$ cat src/rtl/traffic_phase_ctrl.sv
// Actuated intersection controller: latched lane demand, min/max green, yellow and
// all-red clearance, demand-driven phase skipping. Optional preemption via TL_PREEMPT_EN.
module traffic_phase_ctrl #(
  parameter int NLANE     = 8,
  parameter int NPHASE    = 8,
  parameter logic [NPHASE*NLANE-1:0] PHASE_MAP = 64'hC030_4488_2211_0C03,
  parameter int MIN_GREEN = 8,
  parameter int MAX_GREEN = 16,
  parameter int YELLOW    = 4,
  parameter int ALL_RED   = 2,
  localparam int PW = (NPHASE > 1) ? $clog2(NPHASE) : 1,
  localparam int TW = $clog2(MAX_GREEN + 1)
) (
  input  logic               CLK,
  input  logic               rst,
  input  logic [NLANE-1:0]   presence,
`ifdef TL_PREEMPT_EN
  input  logic               preempt,
  input  logic [PW-1:0]      preempt_phase,
`endif
  output logic [2*NLANE-1:0] lights,
  output logic [PW-1:0]      phase,
  output logic [1:0]         tstate,
  output logic [NLANE-1:0]   demand
);

  typedef enum logic [1:0] {
    ST_GREEN  = 2'b00,
    ST_YELLOW = 2'b01,
    ST_ALLRED = 2'b10
  } tstate_e;

  localparam int AR_LAST = (ALL_RED > 0) ? ALL_RED - 1 : 0;

  tstate_e          tstate_q, tstate_d;
  logic [PW-1:0]    phase_q, phase_d;
  logic [TW-1:0]    timer_q, timer_d;
  logic [NLANE-1:0] demand_q, demand_d;

  logic [NLANE-1:0] cur_map;
  logic [NLANE-1:0] green_mask;
  logic [PW-1:0]    target;
  logic             served;
  logic             other;

  function automatic logic [NLANE-1:0] lane_map(input logic [PW-1:0] p);
    logic [NLANE-1:0] m;
    m = '0;
    if (int'(p) < NPHASE) m = PHASE_MAP[int'(p)*NLANE +: NLANE];
    return m;
  endfunction

  // Cyclic search starting after cur; cur itself is checked last, and is the fallback.
  function automatic logic [PW-1:0] scan_next(input logic [PW-1:0] cur,
                                              input logic [NLANE-1:0] dem);
    logic [PW-1:0] nxt;
    logic          found;
    int            idx;
    nxt   = cur;
    found = 1'b0;
    for (int k = 1; k <= NPHASE; k++) begin
      idx = int'(cur) + k;
      if (idx >= NPHASE) idx = idx - NPHASE;
      if (!found && (|(PHASE_MAP[idx*NLANE +: NLANE] & dem))) begin
        nxt   = PW'(idx);
        found = 1'b1;
      end
    end
    return nxt;
  endfunction

  always_comb begin
    tstate_d = tstate_q;
    phase_d  = phase_q;
    timer_d  = (timer_q == TW'(MAX_GREEN - 1)) ? timer_q : timer_q + TW'(1);
    cur_map  = lane_map(phase_q);
    served   = |(presence & cur_map);
    other    = |(demand_q & ~cur_map);
`ifdef TL_PREEMPT_EN
    target   = preempt ? preempt_phase : scan_next(phase_q, demand_q);
`else
    target   = scan_next(phase_q, demand_q);
`endif

    case (tstate_q)
      ST_GREEN: begin
`ifdef TL_PREEMPT_EN
        if (preempt && (phase_q != preempt_phase)) begin
          tstate_d = ST_YELLOW;
        end else if (preempt) begin
          tstate_d = ST_GREEN;
        end else
`endif
        if (other && ((timer_q >= TW'(MIN_GREEN - 1) && !served) ||
                      timer_q == TW'(MAX_GREEN - 1))) begin
          tstate_d = ST_YELLOW;
        end else begin
          tstate_d = ST_GREEN;
        end
      end
      ST_YELLOW: begin
        if (timer_q == TW'(YELLOW - 1)) begin
          if (ALL_RED == 0) begin
            tstate_d = ST_GREEN;
            phase_d  = target;
          end else begin
            tstate_d = ST_ALLRED;
          end
        end else begin
          tstate_d = ST_YELLOW;
        end
      end
      ST_ALLRED: begin
        if (timer_q == TW'(AR_LAST)) begin
          tstate_d = ST_GREEN;
          phase_d  = target;
        end else begin
          tstate_d = ST_ALLRED;
        end
      end
      default: begin
        tstate_d = ST_GREEN;
        phase_d  = '0;
      end
    endcase

    if (tstate_d != tstate_q) timer_d = '0;

    // Masking with the next-state green set also consumes presence on the entry edge.
    green_mask = (tstate_d == ST_GREEN) ? lane_map(phase_d) : '0;
    demand_d   = (demand_q | presence) & ~green_mask;
  end

  // State, phase, timer and demand registers.
  always_ff @(posedge CLK) begin
    if (rst) begin
      tstate_q <= ST_GREEN;
      phase_q  <= '0;
      timer_q  <= '0;
      demand_q <= '0;
    end else begin
      tstate_q <= tstate_d;
      phase_q  <= phase_d;
      timer_q  <= timer_d;
      demand_q <= demand_d;
    end
  end

  // Lamp decode from registered state so lamps change on the same edge as the state.
  always_comb begin
    lights = '1;
    for (int i = 0; i < NLANE; i++) begin
      if (cur_map[i]) begin
        case (tstate_q)
          ST_GREEN:  lights[2*i +: 2] = 2'b01;
          ST_YELLOW: lights[2*i +: 2] = 2'b10;
          default:   lights[2*i +: 2] = 2'b11;
        endcase
      end else begin
        lights[2*i +: 2] = 2'b11;
      end
    end
  end

  assign phase  = phase_q;
  assign tstate = tstate_q;
  assign demand = demand_q;

endmodule

$ cat config.mk
export PLATFORM = sky130hd
export DESIGN_NAME = traffic_phase_ctrl
export DESIGN_NICKNAME = d
export VERILOG_FILES = /design/src/rtl/traffic_phase_ctrl.sv
export SDC_FILE = /design/constraint.sdc
export NUM_CORES = 1
export LEC_CHECK = 0
export CAP_MARGIN = 20
export CORE_MARGIN = 3
export CORE_UTILIZATION = 40
export DETAILED_ROUTE_END_ITERATION = 10
export GPL_TIMING_DRIVEN = 0
export PLACE_DENSITY = 0.74
export SLEW_MARGIN = 20
export SYNTH_ARGS = -nofsm -noshare
export SYNTH_HDL_FRONTEND = slang
export SYNTH_SLANG_ARGS = --single-unit
$ cat constraint.sdc
create_clock -name CLK -period 6.4 [get_ports CLK]
set_clock_uncertainty 0.2 [all_clocks]
set_input_delay 0.96 -clock CLK [delete_from_list [all_inputs] [get_ports CLK]]
set_output_delay 0.96 -clock CLK [all_outputs]
set_load 0.01 [all_outputs]
**Run 1: cells coloured by class**

Drawn at 6 px/um.
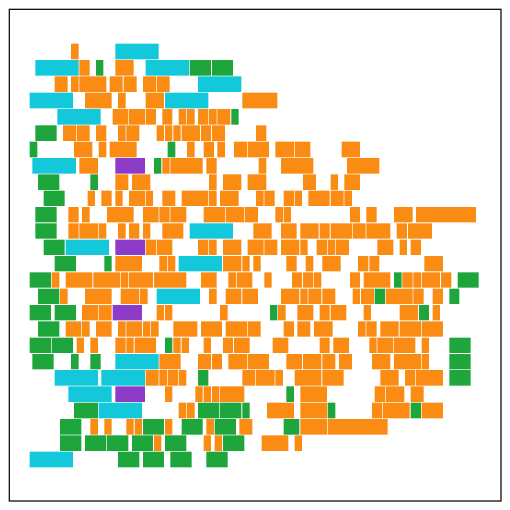
Key: purple = clock drivers and dummy loads [cells 4]; cyan = registers [cells 18]; orange = remaining logic cells [cells 272]; green = remaining buffers and delay cells [cells 59]
# rows: 26
flop share of the area: 0.128
final core utilization: 0.526
Final Cell Area: 2810 sq um

**Run 1: clock nets**

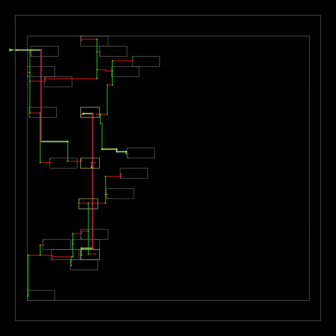
insertion delay to the later sink of the worst-skew pair: 0.27 ns
clock group power: 0.0000976 W

**Run 1: the metal 3 layer**

Drawn at 4 px/um. Cells faint in the background.
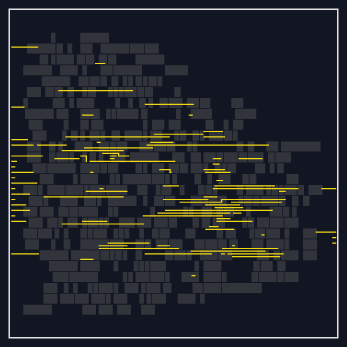
The wires run mostly horizontal. The layer holds 9.1% of the routed length.
final wirelength: 7370 um
met3 Use GR: 0.0252
Vias: 2,652

run 1: power by group:
part           internal (W)  switching, W
Combinational     0.0000462     0.0000612
Clock             0.0000549     0.0000427
Sequential         0.000117    0.00000973
run 1: layout make-up:
class | instances | area [sq um]
Multi-Input combinational cell | 255 | 1770
Tap cell | 70 | 87.6
Clock buffer | 4 | 55.1
Sequential cell | 18 | 360
Buffer | 22 | 101
Timing Repair Buffer | 37 | 370
Inverter | 17 | 63.8
Fill cell | 536 | 2530
run 1: kinds of logic after synthesis:
logic type / after synthesis / share of synthesized area
AOI/OAI and AO/OA: 104 / 0.358
xor gates and xnor gates: 7 / 0.0349
adders and majority gates: 17 / 0.0927
buffers and inverters: 39 / 0.0720
DFF: 18 / 0.157
muxes: 7 / 0.0316
and+or+nand+nor: 120 / 0.254
==> flow_summary.ini, run 1 <==
; yosys + openroad results
[run_status]
status = completed

[synthesis]
edf_count = 0
yosysMostFrequentCell = nand2_1
common_cells = nand2_1 (41), nor2_1 (31), dfxtp_1 (18)
ys_cells = 312
postSynthSeqShare = 0.157
ys_ff = 18
async_flop_share = 0
ys_top_cells_by_area = dfxtp_1 (16%), ha_1 (9.3%), nand2_1 (6.7%), nor2_1 (5.1%), a21oi_1 (3.7%)

[worst_setup_path]
crit_chain = clkbuf_1, inv_1, ha_1, buf_2, inv_1, o21ai_0, a2111oi_4, nand4_1, o32a_1, and3_1, o311ai_2, and2_1, ha_1, nand2_1, a211oi_1, and4b_1
ff2ff_path_depth = 16
r2r-end = demand[3]
regToRegSetupSlack_ns = 1.25
critPathKind = flop to flop

[timing]
hold_violations = 0
period_used_share = 0.805
max_slew_margin = 0.512
min_period_ns = 5.15
max_freq_mhz = 194

[clock_tree]
cts_resized = 0
cts_setup_buffers = 0
numCtsBuffers = 3

[die]
chip_area_sq_um = 6680
die_h_um = 81.7

[grt]
grtUsageMet2 = 0.388
grt_start_max_net_pins = 11
grt_pass1_vias = 2562

[power_and_ir_drop]
powerDensity_nw_per_um2 = 118
vdd_drop_max_mv = 0.138

[layout]
diodes = 0
drive_gt1_frac = 0.0822

[placement]
port_buffers = 37

[detailed_routing]
drtIter0Drc = 251
==> run 2: changes to the inputs <==
==> constraint.sdc (replaced) <==
create_clock -name CLK -period 5 [get_ports CLK]
set_clock_uncertainty 0.2 [all_clocks]
set_input_delay 0.75 -clock CLK [delete_from_list [all_inputs] [get_ports CLK]]
set_output_delay 0.75 -clock CLK [all_outputs]
set_load 0.01 [all_outputs]
**Run 2: the metal 3 layer**

Drawn at 4 px/um. Cells faint in the background.
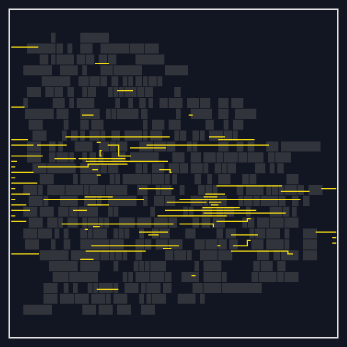
63 nets have wire on it. The longest straight run is 30.4 um. The layer holds 7.6% of the routed length. The layer carries 567 um of wire. The wires run mostly horizontal.
Vias: 2,673
final wirelength: 7430 um

**Run 2: routed metal per tile**

Drawn at 4 px/um. The die is cut into 16 by 16 equal tiles; dark purple is low, yellow is high, scaled to the fullest tile. Values are wire area over tile area, all layers added.
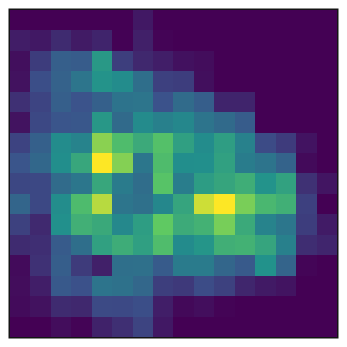
27% of the tiles are nearly empty. The fullest tile reaches 0.72. The emptiest ninth of the die: upper right. 18% of the tiles are over half the peak. The densest ninth of the die: centre.
wire per inst: 17.4 um
GRT Util Overall: 0.236

==> flow_summary.ini, run 2 <==
; yosys + openroad results
[grt]
use_met3 = 0.0252
grtUsageMet2 = 0.388
grt_start_max_net_pins = 11

[clock_tree]
clkLatencyLatePin_ns = 0.26
cts_setup_buffers = 0

[worst_setup_path]
critPathKind = flop to flop
regToRegSetupSlack_ns = 0.25
crit_chain = buf_2, inv_1, ha_1, buf_2, inv_1, o21ai_0, a2111oi_4, nand4_1, o32a_1, and3_1, o311ai_2, and2_1, ha_1, nand2_1, a211oi_1, and4b_1

[layout]
clock_area_frac = 0.0195
sh_comb_area = 0.625
diodes = 0
flop_area_sq_um = 360
fin_util = 0.530
largest_class = combinational gates

[timing]
max_freq_mhz = 211
min_period_ns = 4.75
hold_violations = 0
period_used_share = 0.950

[synthesis]
ys_cells = 312
ys_sh_xor = 0.0349
synth.logic.top_family = AND-OR/OR-AND gates
common_cells = nand2_1 (41), nor2_1 (31), dfxtp_1 (18)
ys_top_cells_by_area = dfxtp_1 (16%), ha_1 (9.3%), nand2_1 (6.7%), nor2_1 (5.1%), a21oi_1 (3.7%)
ys_ff = 18

[power_and_ir_drop]
power_frac_comb = 0.332
swShare = 0.339
vdd_drop_max_mv = 0.176
switchingPower_w = 0.000145

[run_status]
status = completed

[die]
die_h_um = 81.7
rows = 26
taps = 70

[detailed_routing]
drtIter0Drc = 285

[placement]
port_buffers = 37
**Run 2: clock nets**

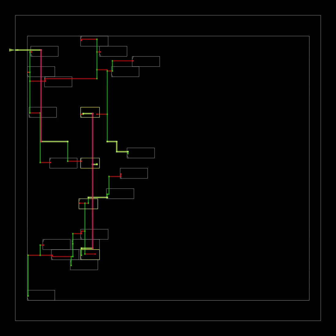
seq_cells: 18
clock sink total: 18
# clk buffers: 4
Num CTS Buffers: 3
clock group power: 0.000124 W

run 2: cell types whose count changed in the layout (fill, tap and decap cells not counted), sizes merged:
cell / change
buf: +4
clkbuf: -1
run 2: stage by stage:
stage,hold slack [ns],cell area (sq um),total power (W),TNS [ns]
after floorplan,0.336,2290,0.000256,0
after global placement,0.362,2750,0.000296,-0.0104
after detailed placement,0.379,2750,0.000300,-0.146
after CTS,0.393,2810,0.000422,0
after global routing,0.434,2830,0.000451,0
final,0.386,2830,0.000429,0
run 2: worst max path at each step:
stage / endpoint / slack [ns]
after global placement: demand[3] / -0.01
final: demand[3] / 0.25
after floorplan: demand[3] / 0.74
after global routing: demand[3] / 0.001
after CTS: demand[3] / 0.07
after detailed placement: demand[3] / -0.11
No activity file was given, so power comes from the tool's default toggle rates.
